Figure 1. Metal 3 (run 1).
Drawn at 1 px/um. Cells faint in the background.
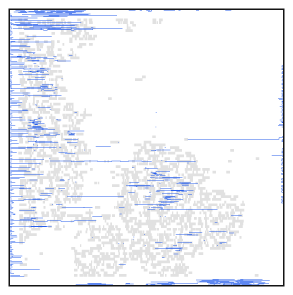
Figure 2. PDN straps and rails (run 1).
Drawn at 1.5 px/um. Pins as bars on the die edge. Tap cells in gray.
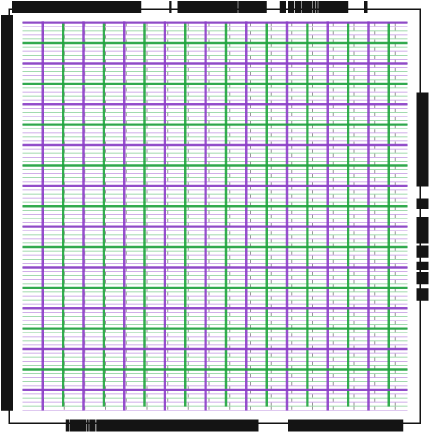
Figure 3. Clock nets (run 1).
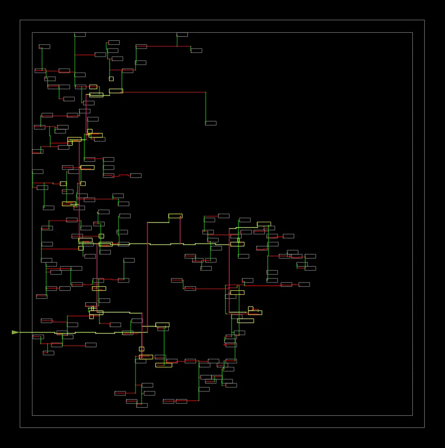
==> config.mk <==
export PLATFORM = sky130hd
export DESIGN_NAME = spmv_rd_fetch_flat
export DESIGN_NICKNAME = d
export VERILOG_FILES = /design/src/rtl/spmv_rd_fetch_if.sv /design/src/rtl/spmv_rd_fetch.sv /design/src/flat_wrapper.sv
export SDC_FILE = /design/constraint.sdc
export NUM_CORES = 1
export LEC_CHECK = 0
export CAP_MARGIN = 20
export CORE_AREA = 8 8 265 267
export CTS_CLUSTER_SIZE = 12
export DETAILED_ROUTE_END_ITERATION = 8
export DIE_AREA = 0 0 273 275
export SKIP_CTS_REPAIR_TIMING = 1
export SYNTH_ARGS = -nofsm -noshare
export SYNTH_HDL_FRONTEND = slang
export SYNTH_SLANG_ARGS = --single-unit
==> constraint.sdc <==
create_clock -name clk -period 6.6 [get_ports clk]
set_input_delay 1.98 -clock clk [delete_from_list [all_inputs] [get_ports clk]]
set_output_delay 1.98 -clock clk [all_outputs]
set_load 0.02 [all_outputs]
==> Changelog: implementation, run 1 <==
## Flow update

* Syn Area/Cell at 7.55 um2
* Yosys synthesis chip area at approximately 15,000 um2
* Initial DRC count at 921
* Synth Warn # at 0
* Min Tclk post-route at 5.99 ns
* MaxCap Viol Count at 0
* Comb. pwr at 0.00304 W
* Crit path buf inv count at 2
* Power Total at approximately 0.0053 W
* Layout net count at 2,321
* Final hold slack at 0.458 ns
* Initial antenna violation count at 2
* Pin count of the biggest net entering global routing at 66
* Share of cells above drive strength 1 at 0.0728
* CP dominant cell by count: nor2_1
* RePlAce Congestion at roughly 0.93
* Clock network power share at 0.194
* Root Driver: clkbuf_16
* DRT Pass-1 Iters at 5
* CP max FO at 11
* CTS Buf Count at 17
* Flop2flop setup slack at 0.79 ns
* CP Cell Sequence: clkdlybuf4s50_1, nand2_1, nor2_1, ha_1, nand2_2, o31ai_4, nand3_2, o31a_1, or4_4, nor4_4, and4_1, buf_4, nor3_1, xnor2_1, nor2_1
* Crit. path cell count at 15
* Flop pwr share at 0.238
* Fin cells at 2,740
* Int Pwr at around 0.0028 W
* Dominant logic cell types in the final layout: 185 x clkdlybuf4s50_1, 161 x nand2_1, 148 x nor2_1
* DP Area at 15,700 um2
* Initial Utilization at 0.221
* Cell Type Count at 103
* Antenna Diode Count at 0
* Tool Warnings at 26
* Total global routing overflow at 0
* Post-synth EDFFs at 0
* Comb pwr share at 0.568
* CTS sink cnt at 146
* RSZ-0062 raised after global routing: no
* Htree depth at 4
* Synth Seq Share at 0.200
* Post-synth regs at 146
* Die ar. at around 75,000 um2
* P_leak at 6.14 nW
* Delay-heaviest family, CP: simple AND/OR/NAND/NOR gates
* FP Rows at 95
* Placed insts at 2,708
* Top-level port count at 699
* Vias per cell at 5.13
* Clock net power at 0.00104 W
* WHS Path Cells at 2
* Slew headroom at 0.302
* Global-route wire length before repair at ~84,000 um
* Worst path max stage delay at 0.58 ns
* Post-route ant nets at 0
* Slowest CP cell: or4_4
* CP arrival at 6.30 ns
* Clock tree buffer depth at 2
* Top cell excl fill/tap: clkdlybuf4s50_1
* Vias in the first global route at 13,600
* P per Cell Area at 329 nW/um2
* Area delta synth->final at 11.2%
* Seq pwr at 0.00127 W
* Slew Viols, Final at 0
* Max reg flops at between 60 and 70
* Final Setup Violations at 0
* Fin. Hold Viols at 0
* Buffers on Ports at between 150 and 200
* Period Utilization, post-route at 0.908
* Skew-Pair Late Insertion Delay at 0.46 ns
* Drt drc at 0
* Setup crit start kind: input port
* Largest power group: combinational cells
* Max Clock Freq at roughly 0.17 GHz
* Tightest Pin Transition at between 1 and 1.5 ns
* Dominant register cell: dfxtp_1
* Total GRT Usage at 0.143
* DP HPWL at between 40,000 and 50,000 um
* Hold Path Class: reg2reg
* WL/cell at 20.4 um
* Worst reg2reg path depth at 22
* Post-route cell area at around 16,000 um2
* Switching Share at 0.469
* Synthesized cell area at about 15,000 um2
* Ys cells at 1,939
* Sw Pwr at 0.00251 W
* Post-synth ARST share at 0
* CP required at 6.91 ns
* Crit Path Category: in2reg
* TNS Setup at 0 ns
* Status: complete, no violations
* Worst-path clk slew at 0.07 ns
* Post-Synthesis Cells at roughly 1,900
* Crit. End Element: flip-flop
* TritonCTS clock tree: built
About Figure 1:
wire length on this layer: 5,120 um
longest straight run: 91.3 um
main direction: horizontal
share of all routed wire: 9.2%
nets with wire on the layer: 401
met3 GRT Util: 0.0521
via count: 14,100
Routed WL: 55,900 um

About Figure 2:
| net | color |
|---|---|
| VDD | green |
| VSS | purple |
rows: 95
met1 rails: 96
met5 straps: 19
tap cells: 873
Die Y: 275 um
Core Region: 66,300 um2
peak supply drop: 0.379 mV
die width: 273 um

About Figure 3:
Final Skew: 0.0142 ns
Flop Count: 146

-- run 1: worst reg2reg max path, delay by kind of cell, from the launching register on --
family	cells	cell delay, ns
and+or+nand+nor	9	2.55
AOI/OAI and AO/OA	3	0.85
adders and majority gates	3	0.85
xor gates and xnor gates	1	0.13
buffers and inverters	4	0.64
DFF	1	0.37
muxes	2	0.38
-- run 1: cells in the mapped netlist, types with 51 or more instances --
cell / number / area (um2)
nor3_1: 66 / 330
nor2_1: 149 / 559
inv_1: 62 / 233
a21oi_1: 116 / 581
ha_1: 94 / 1180
nand3_1: 54 / 270
nand4_1: 51 / 319
nand2_1: 162 / 608
dfxtp_1: 146 / 2920
clkbuf_1: 76 / 285
o21ai_0: 88 / 440
buf_4: 259 / 1940
-- run 1: cell type report --
type,instances,area (um2)
clock buffer,20,447
multi-input combinational,1403,9270
clock inverter,12,148
sequential,146,2920
tap,873,1090
inverter,63,238
timing repair buffer,223,2150
fill,7382,50100
-- run 1: per-stage QoR --
stage | setup WS, ns | utilization
detailed placement | 0.174 | 0.236
CTS | 0.652 | 0.245
floorplan | 1.02 | -
global placement | 0.200 | 0.236
global route | 0.270 | 0.245
finish | 0.610 | 0.245
-- run 1: cells by family (layout without fill, tap and decap cells) --
kind of cell    count (synthesis)  in the layout  synth area share
mux                            28             28            0.0198
buf+inv                       417            318             0.175
other cells                     1             28          0.000256
simple gates                  700            700             0.249
flops                         146            146             0.200
xor+xnor                       75             75            0.0449
fa+ha+maj                     101            101            0.0900
compound gates                471            471             0.221
-- run 1: layer usage --
metal  vias to the layer above  track usage  wire length [um]
li1                       6628            -                 -
met1                      6576        0.162             22000
met2                       677        0.233             25900
met3                       183       0.0521              5120
met4                         4       0.0728              2860
met5                         -      0.00394                52
==> run 1 -> run 2 <==
--- a/config.mk
+++ b/config.mk
@@ -5,9 +5,9 @@
 export SDC_FILE = /design/constraint.sdc
 export NUM_CORES = 1
 export LEC_CHECK = 0
+export ABC_CLOCK_PERIOD_IN_PS = 6600
 export CAP_MARGIN = 20
 export CORE_AREA = 8 8 265 267
-export CTS_CLUSTER_SIZE = 12
 export DETAILED_ROUTE_END_ITERATION = 8
 export DIE_AREA = 0 0 273 275
 export SKIP_CTS_REPAIR_TIMING = 1
Figure 4. PDN straps and rails (run 2).
Drawn at 1.5 px/um. Pins as bars on the die edge. Tap cells in gray.
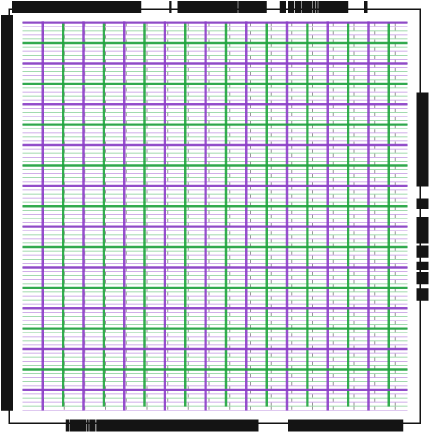
| net | color |
|---|---|
| VDD | green |
| VSS | purple |
met4 straps: 18
met1 rails: 96
tap cells: 873
met5 straps: 19
signal pins: 699

Figure 5. Metal 3 (run 2).
Drawn at 1 px/um. Cells faint in the background.
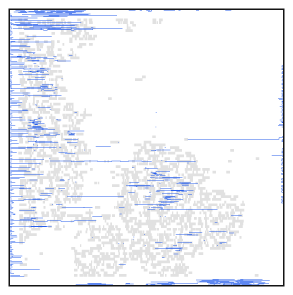
longest straight run: 91.3 um
main direction: horizontal
wire length on this layer: 5,120 um
share of all routed wire: 9.2%
nets with wire on the layer: 401

Figure 6. Met2 routing (run 2).
Drawn at 1 px/um.
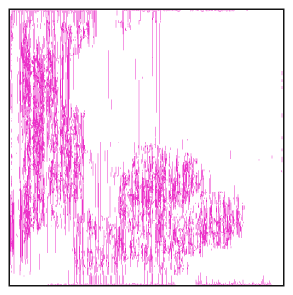
nets with wire on the layer: 1,911
share of all routed wire: 46%
grt met2 use: 0.233

==> run 2 against run 1 <==
Effect of this change:
- synthesized cell count unchanged
- total power unchanged
- synthesized area unchanged
- non-clock buffer count is the same
- first-iteration DRC count did not move
- critical endpoint unchanged
==> Changelog: implementation, run 2 <==
## Flow update

* P per Cell Area at 329 nW/um2 (unchanged)
* WL/cell at 20.4 um (unchanged)
* Logic area at 9270 um2 (unchanged)
* Vias per cell at 5.13 (unchanged)
* Met3 GRT Util at 0.0521 (unchanged)
* Synthesized cell area at 14,600 um2 (unchanged)
* CP Cell Sequence: clkdlybuf4s50_1, nand2_1, nor2_1, ha_1, nand2_2, o31ai_4, nand3_2, o31a_1, or4_4, nor4_4, and4_1, buf_4, nor3_1, xnor2_1, nor2_1
* Clock tree buffer depth at 2 (unchanged)
* Total global routing overflow at 0 (unchanged)
* Top area contributor share at 0.200 (unchanged)
* TNS Setup at 0 ns (unchanged)
* Count leader, synth: buf_4
* Setup ws final at 0.610 ns (unchanged)
* Post-route ant nets at 0 (unchanged)
* Post-route cell area at 16,300 um2 (unchanged)
* Pin count of the biggest net entering global routing at 66 (unchanged)
* WHS Path Cells at 2 (unchanged)
* Min Tclk post-route at 5.99 ns (unchanged)
* Layout net count at 2,321 (unchanged)
* Ys cells at 1,939 (unchanged)
* Pre-CTS WS at 0.174 ns (unchanged)
* Status: complete, no violations
* Core Region at 66,300 um2 (unchanged)
* Global route hottest layer: met2
* CP arrival at 6.30 ns (about the same)
* CTS Buf Count at 17 (unchanged)
* Slowest CP cell: or4_4
* Cell Type Count at 103 (unchanged)
* Layout fillers at 7,382 (unchanged)
* Comb area leader: simple AND/OR/NAND/NOR gates
* Period Utilization, post-route at 0.908 (unchanged)
* Syn Area/Cell at 7.55 um2 (unchanged)
* Post-synth ARST share at 0 (unchanged)
* Via count at 14,100 (unchanged)
* Global-route wire length before repair at 83,700 um (unchanged)
* GR Layer Usage met1 at 0.162 (unchanged)
* Post-Synthesis Cells at 1,939 (unchanged)
* Post-synth regs at 146 (unchanged)
* Tightest Pin Transition at 1.04 ns (unchanged)
* MaxCap Viol Count at 0 (unchanged)
* Aoi share at 0.221 (unchanged)
* Yosys xor share at 0.0449 (unchanged)
* Final Skew at 0.0142 ns (unchanged)
* CP required at 6.91 ns (about the same)
* Worst-path clk slew at 0.07 ns (about the same)
* Drt drc at 0 (unchanged)
* Final core area utilization at 0.245 (unchanged)
* CTS sink cnt at 146 (unchanged)
* RePlAce Congestion at 0.928 (unchanged)
* Largest cells by area: dfxtp_1 20%, buf_4 13%, ha_1 8.0%, nand2_1 4.2%, a21oi_1 4.0%
* Peak supply drop at 0.379 mV (unchanged)
* FF+latch area at 2920 um2 (unchanged)
* RSZ-0062 raised after global routing: no
* Dominant logic cell types in the final layout: 185 x clkdlybuf4s50_1, 161 x nand2_1, 148 x nor2_1
* DP Area at 15,700 um2 (unchanged)
* Initial antenna violation count at 2 (unchanged)
* Slew Viols, Final at 0 (unchanged)
* Die ar. at 75,100 um2 (unchanged)
* Tool Warnings at 26 (unchanged)
* Share of cells above drive strength 1 at 0.0728 (unchanged)
* Antenna Diode Count at 0 (unchanged)
* Die Y at 275 um (unchanged)
* Area delta synth->final at 11.2% (unchanged)
* Post-synth top area cell: dfxtp_1
* Dominant register cell: dfxtp_1
* Crit. End Element: flip-flop
* Fin. Hold Viols at 0 (unchanged)
==> run 2: cell counts after synthesis <==
No cell type changed its count.
==> run 2: stage by stage <==
step	hold WS, ns	power [W]	cells
3_3_place_gp	0.443	0.00427	2707
4_1_cts	0.459	0.00533	2740
2_1_floorplan	0.443	0.00376	1966
5_1_grt	0.478	0.00573	2740
6_report	0.458	0.00535	2740
3_5_place_dp	0.447	0.00427	2708
==> run 2: per-layer routing <==
metal  vias up  wire length [um]
li1       6628                 -
met1      6576             22000
met2       677             25900
met3       183              5120
met4         4              2860
met5         -                52
==> run 2: layout make-up <==
cell class	instances	area share
multi-input cells	1403	0.570
flip-flops and latches	146	0.180
repair buffers	223	0.132
well taps	873	0.0671
clock buffers	20	0.0275
inverters	63	0.0146
clock inverters	12	0.00908
==> run 2: where the power goes <==
| part | switching [W] | leakage [nW] | total (W) | internal, W |
|---|---|---|---|---|
| logic | 0.00179 | 4.65 | 0.00304 | 0.00125 |
| clock network | 0.000460 | 0.284 | 0.00104 | 0.000576 |
| registers | 0.000255 | 1.20 | 0.00127 | 0.00102 |
| total | 0.00251 | 6.14 | 0.00535 | 0.00284 |
==> run 2: critical path: cells and delay by family <==
kind,cells,cell delay [ns]
xor gates and xnor gates,1,0.15
AOI/OAI and AO/OA,2,0.72
buffers and inverters,2,0.78
adders and majority gates,1,0.41
and+or+nand+nor,9,2.25
==> run 2: kinds of logic after synthesis <==
group                    Yosys count
adder cells (fa/ha/maj)          101
AND/OR/NAND/NOR                  700
buffers and inverters            417
flip-flops                       146
other                              1
AND-OR/OR-AND                    471
XOR/XNOR                          75
multiplexers                      28
Power and IR drop assume default switching activity.
